Fig. 1: run 1, clock wires, drivers and flops
Bar = 10 microns.
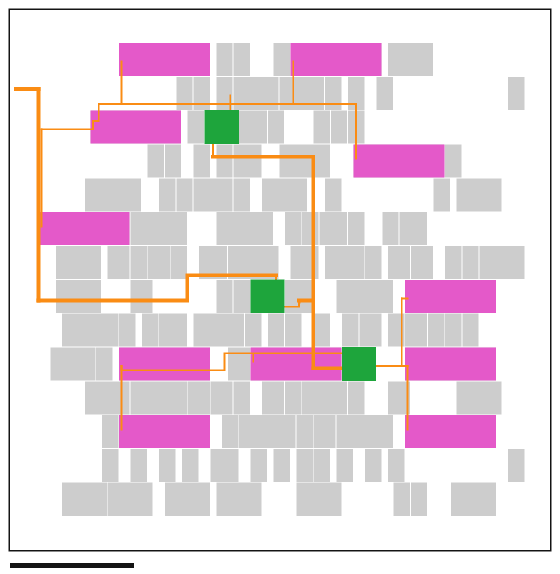
Fig. 2: run 1, ports around the boundary
Pins as bars across the die edge, other pins in grey.
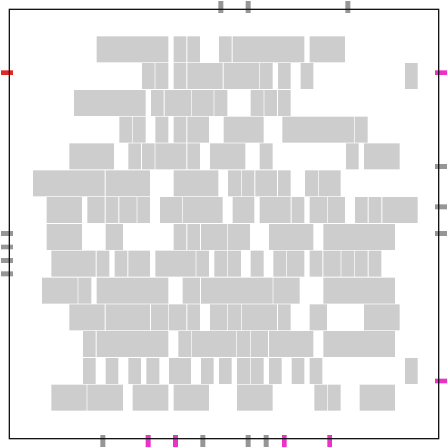
Fig. 3: run 1, register map, names as in the netlist
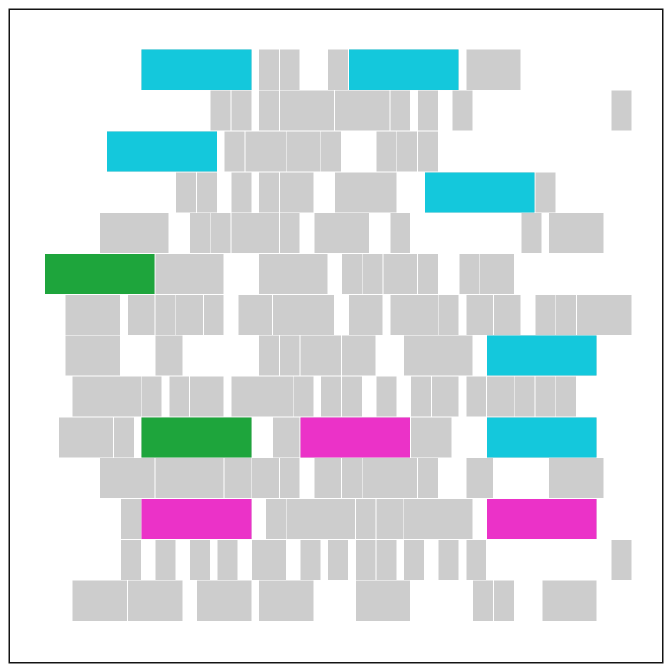
Fig. 4: run 1, wiring by layer
Bar = 10 microns.
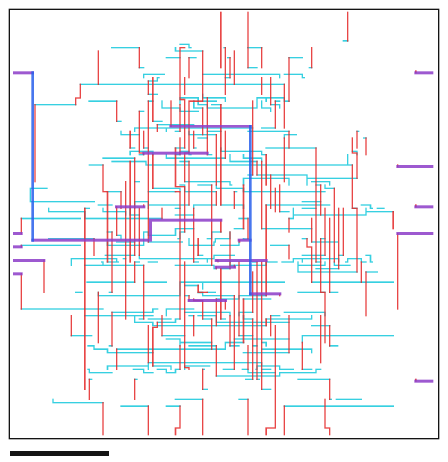
==> config.mk <==
export PLATFORM = sky130hd
export DESIGN_NAME = ub_ctrl
export DESIGN_NICKNAME = d
export VERILOG_FILES = /design/src/rtl/ub_ctrl_pkg.sv /design/src/rtl/ub_ctrl.sv
export SDC_FILE = /design/constraint.sdc
export NUM_CORES = 1
export LEC_CHECK = 0
export ABC_AREA = 1
export CORE_MARGIN = 2
export CORE_UTILIZATION = 50
export CTS_CLUSTER_DIAMETER = 50
export DETAILED_ROUTE_END_ITERATION = 10
export PLACE_DENSITY = 0.79
export SLEW_MARGIN = 20
export SYNTH_ARGS = -nofsm -noshare
export SYNTH_HDL_FRONTEND = slang
export SYNTH_SLANG_ARGS = --single-unit
==> constraint.sdc <==
create_clock -name clk -period 2.5 [get_ports clk]
set_input_delay 0.5 -clock clk [delete_from_list [all_inputs] [get_ports clk]]
set_output_delay 0.5 -clock clk [all_outputs]
set_load 0.005 [all_outputs]
==> ci_impl_report.md, run 1 <==
## Synthesis and layout report

| Metric | Value |
|---|---|
| Antenna fix cells | 0 |
| Setup-failing EPs final | 0 |
| Most used DFF post-synth | sky130_fd_sc_hd__dfxtp_1 |
| Total placed cells including tap cells | about 150 |
| Signal buf overhead | 0.175 |
| Fin cells | around 150 |
| Clock Sinks | 11 |
| Non-clk invs | 26 |
| Number of synthesis warnings | 0 |
| Number of signal-net buffers in the layout | 17 |
| Core Footprint | about 0.0015 sq mm |
| Total cell area reported by yosys after synthesis | 777 sq um |
| Xor/xnor share of the synthesized area | 0.0113 |
| Root buf cell | sky130_fd_sc_hd__clkbuf_4 |
| Max FFs per register | 6 |
| Commonest cells in the netlist | 28 x sky130_fd_sc_hd__nand2_1, 24 x sky130_fd_sc_hd__inv_1, 11 x sky130_fd_sc_hd__dfxtp_1, 10 x sky130_fd_sc_hd__nor2_1, 8 x sky130_fd_sc_hd__a21oi_1 |
| Core utilization at floorplan | 0.522 |
| Utilization of the core after routing | 0.652 |
| Placed Instance Area | around 940 sq um |
| Critical path depth in cells | 5 |
| Die Size | around 0.0019 sq mm |
| Global route overflow | 0 |
| Buffers and inverters on the worst path | 3 |
| Worst Hold Depth | 2 |
| Run status | finished clean |
| Starting DRT DRC Count | 23 |
| Cell row count | 14 |
| Post-synth tally of flip-flops with integrated enable | 0 |
| Most common logic cell in the routed design | sky130_fd_sc_hd__nand2_1 |
| Critical Path AT | around 1900 ps |
| Remaining routing DRC violations | 0 |
| Worst Path Max Fanout | 13 |
| Number of sequential cells in the layout | 11 |
| Cell count after synthesis | around 120 |
| CTS tree | built |
| Multi-input logic area | ~440 sq um |
| Number of synthesized register bits | 11 |
| Share of the final layout cell area in multi-input gates | 0.450 |
| Total of max-cap violations | 0 |
| PD cells | roughly 770 mW/mm^2 |
| Worst path cell trace | inv_1 > ha_1 > nand2_1 > inv_1 > clkdlybuf4s50_1 |
| # nets final | roughly 150 |
| Clock insertion delay at the later pin of the skew report | 270 ps |
| Overall power | approximately 0.75 mW |
| Worst IR Drop VDD | just under 500 uV |
## Picture notes: Fig. 1
legend:
  clock drivers:
    colour: green
    count: 3
  clock wires:
    colour: orange
    length: 166 microns
  flip-flops:
    colour: magenta
    count: 11
routed clock nets: 4
final setup skew: 3.11 ps
Clk network pwr share: 0.162

## Picture notes: Fig. 2
legend:
  ub_wr_addr:
    colour: magenta
    pins: 6
    direction: output
    edge: 4 bottom, 2 right
  clk:
    colour: red
    pins: 1
    direction: input
    edge: left
all pins by edge: 8 bottom, 5 left, 5 right, 3 top
Die H: 43.4 microns
width of the die: 43.4 microns

## Picture notes: Fig. 3
legend:
  state_q:
    colour: green
    sequential_cells: 2
  row_cnt_q:
    colour: magenta
    sequential_cells: 3
  rd_cnt_q:
    colour: cyan
    sequential_cells: 6
sequential share of cell area: 0.227
Seq group: 0.216 mW

## Picture notes: Fig. 4
legend:
  metal 2:
    colour: red
    wire_length: 638 microns
  metal 4:
    colour: blue
    wire_length: 34.0 microns
  metal 1:
    colour: cyan
    wire_length: 714 microns
  metal 3:
    colour: purple
    wire_length: 71.7 microns
routed wirelength normalized by instance count: 9.65 microns
gr usage total: 0.170
routed via count: 719

run 1: through the flow:
stage / hold slack (ps) / setup WS (ps)
2_1_floorplan: 448 / 1070
3_3_place_gp: 471 / 392
3_5_place_dp: 483 / 357
4_1_cts: 493 / 128
5_1_grt: 508 / 9.02
6_report: 490 / 132
run 1: power by group:
part	switching (mW)	total (mW)	internal, mW	leakage (nW)
combinational	0.260	0.413	0.152	0.391
sequential	0.0193	0.216	0.196	0.0891
clock	0.0595	0.121	0.0618	0.0150
total	0.339	0.749	0.410	0.495
run 1: per-layer routing:
layer	wire [microns]	GRT usage	up-vias
met2	637	0.257	23
met4	34	0.0970	0
li1	-	-	377
met5	0	0	-
met1	713	0.220	314
met3	71	0.0417	5
==> run 2: changes to the inputs <==
CORE_AREA = 2 2 39 41   (was default)
CORE_MARGIN = default   (was 2)
CORE_UTILIZATION = default   (was 50)
DIE_AREA = 0 0 41 43   (was default)
DONT_BUFFER_PORTS = 1   (was default)
PLACE_DENSITY = 0.71   (was 0.79)
Fig. 5: run 2, ports around the boundary
Pins as bars across the die edge, other pins in grey.
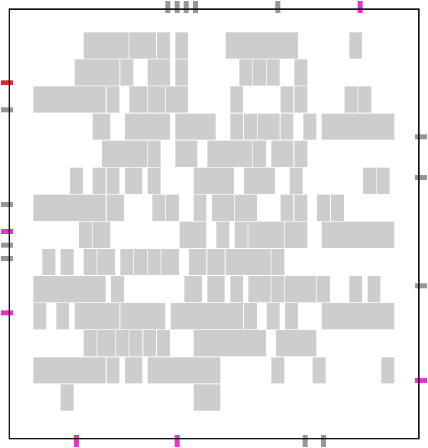
Die H: 43 microns
PortBufs: 0
width of the die: 41 microns

Fig. 6: run 2, register map, names as in the netlist
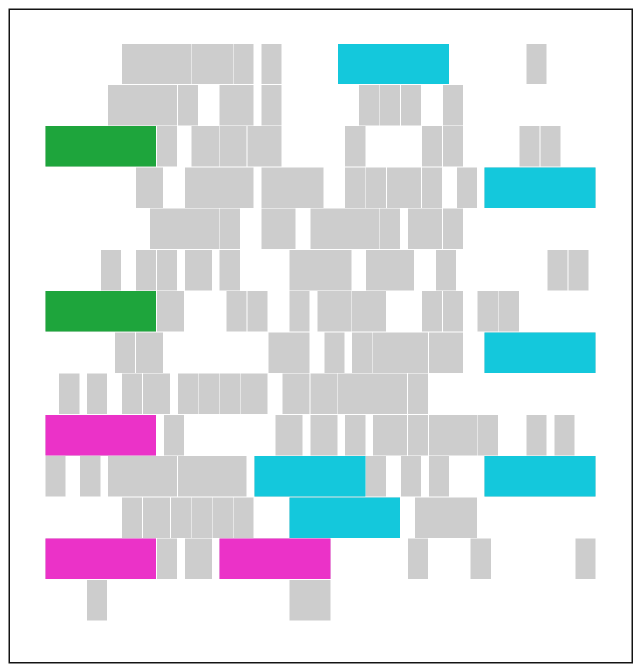
legend:
  rd_cnt_q:
    colour: cyan
    sequential_cells: 6
  state_q:
    colour: green
    sequential_cells: 2
  row_cnt_q:
    colour: magenta
    sequential_cells: 3
utilization of the core after routing: 0.580
Seq group: 0.214 mW
flip-flop and latch area: 220 sq um

Fig. 7: run 2, clock wires, drivers and flops
Bar = 10 microns.
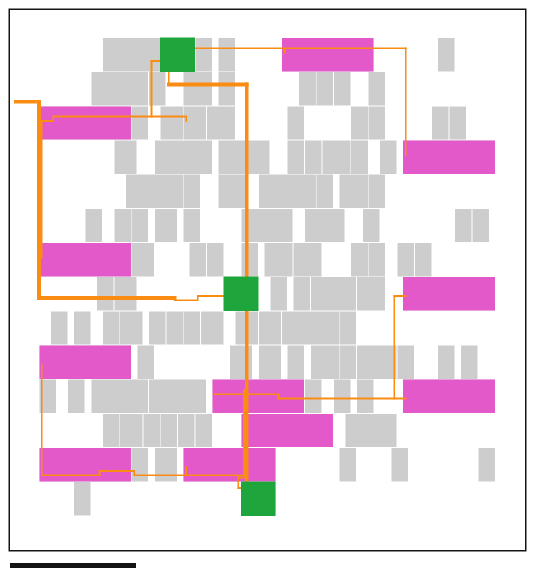
legend:
  flip-flops:
    colour: magenta
    count: 11
  clock drivers:
    colour: green
    count: 3
  clock wires:
    colour: orange
    length: 194 microns
flops lie: widely spread
clock insertion delay at the later pin of the skew report: 280 ps
Clk network pwr share: 0.186

==> run 2 against run 1 <==
  * Via count down 11%
  * Non-clock buffer count down 17
  * Critical path depth down 1
  * Worst setup slack improved by 460 ps
  * Sequential power about the same
  * Utilization fell by 7.3 points
  * Critical path type unchanged
==> ci_impl_report.md, run 2 <==
## Synthesis and layout report

| Metric | Value |
|---|---|
| Core Footprint | 0.00138 sq mm (was 0.00149 sq mm) |
| Final setup skew | 4.01 ps (was 3.11 ps) |
| Most used DFF post-synth | sky130_fd_sc_hd__dfxtp_1 (unchanged) |
| Pre-CTS setup slack | 808 ps (was 357 ps) |
| Antenna fix cells | 0 (unchanged) |
| Post-CTS repair timing setup buffer count | 0 (unchanged) |
| Fin cells | 134 (was 151) |
| Starting DRT DRC Count | 9 (was 23) |
| Remaining routing DRC violations | 0 (unchanged) |
| Largest area contributor in the synthesized netlist | sky130_fd_sc_hd__dfxtp_1 (unchanged) |
| Critical Path AT | 1410 ps (was 1870 ps) |
| Tightest hold margin | 274 ps (was 490 ps) |
| Total cell area reported by yosys after synthesis | 777 sq um (unchanged) |
| Most common logic cell in the routed design | sky130_fd_sc_hd__nand2_1 (unchanged) |
| Commonest cells in the netlist | 28 x sky130_fd_sc_hd__nand2_1, 24 x sky130_fd_sc_hd__inv_1, 11 x sky130_fd_sc_hd__dfxtp_1, 10 x sky130_fd_sc_hd__nor2_1, 8 x sky130_fd_sc_hd__a21oi_1 (unchanged) |
| Routed via count | 640 (was 719) |
| Required @ worst endpoint | 2000 ps (about the same) |
| Worst IR Drop VDD | 403 uV (was 496 uV) |
| Yosys simple share | 0.348 (unchanged) |
| Clock Sinks | 11 (unchanged) |
| Setup-failing EPs final | 0 (unchanged) |
| Xor/xnor share of the synthesized area | 0.0113 (unchanged) |
| Total of max-cap violations | 0 (unchanged) |
| Worst path cell trace | inv_1 > ha_1 > nand2_1 > inv_1 (was inv_1 > ha_1 > nand2_1 > inv_1 > clkdlybuf4s50_1) |
| Global route overflow | 0 (unchanged) |
| Number of antenna violations at the first check in global routing | 0 (unchanged) |
| # nets final | 131 (was 148) |
| Number of synthesized register bits | 11 (unchanged) |
| Worst Hold Depth | 1 (was 2) |
| Total placed cells including tap cells | 130 (was 147) |
| Die Size | 0.00176 sq mm (was 0.00189 sq mm) |
| Run status | finished clean (unchanged) |
| Max FFs per register | 6 (unchanged) |
| Core utilization at floorplan | 0.561 (was 0.522) |
| Number of synthesis warnings | 0 (unchanged) |
| I/O Pins | 21 (unchanged) |
| Buffers and inverters on the worst path | 2 (was 3) |
| Worst Path Max Fanout | 13 (unchanged) |
| Routed wirelength normalized by instance count | 9.74 microns (was 9.65 microns) |
| Multi-input logic area | 437 sq um (unchanged) |
| Cell count after synthesis | 116 (unchanged) |
| Cell row count | 14 (unchanged) |
| Routability congestion estimate | 0.732 (was 0.814) |
| Gr usage total | 0.181 (was 0.170) |
| Worst Slack Setup Final | 590 ps (was 132 ps) |
| Worst reg-to-reg path cell count | 9 (unchanged) |
| PD cells | 867 mW/mm^2 (was 772 mW/mm^2) |
| Post-synth tally of flip-flops with integrated enable | 0 (unchanged) |
| Critical path depth in cells | 4 (was 5) |
| CTS tree | built (unchanged) |
| Placed Instance Area | 774 sq um (was 945 sq um) |
| Setup Total Neg Slack | 0 ps (unchanged) |
| Root buf cell | sky130_fd_sc_hd__clkbuf_4 (unchanged) |
| Overall power | 0.696 mW (was 0.749 mW) |
-- run 2: netlist changes by cell type in the layout (fill, tap and decap cells not counted), sizes merged --
cell,before,now
clkdlybuf4s50,17,0
clkbuf,4,3
clkinv,0,1
-- run 2: report_power, final --
part	internal (mW)	leakage [nW]	switching, mW
sequential	0.196	0.0891	0.0179
clock	0.0595	0.0177	0.0696
combinational	0.109	0.330	0.244
total	0.364	0.437	0.331
-- run 2: area by class of cell --
cell class	instances	share of cell area
inverters	26	0.122
well taps	16	0.0250
clock buffers	3	0.0281
multi-input cells	77	0.544
flip-flops and latches	11	0.275
clock inverters	1	0.00624
-- run 2: layer usage --
layer  track usage  share of wire  up-vias
met2         0.234           0.45       15
li1              -              -      349
met3        0.0628          0.043        5
met4         0.160          0.037        0
met5             0              0        -
met1         0.222           0.47      271
Power figures rest on the tool's default switching activity, not on a simulated workload.
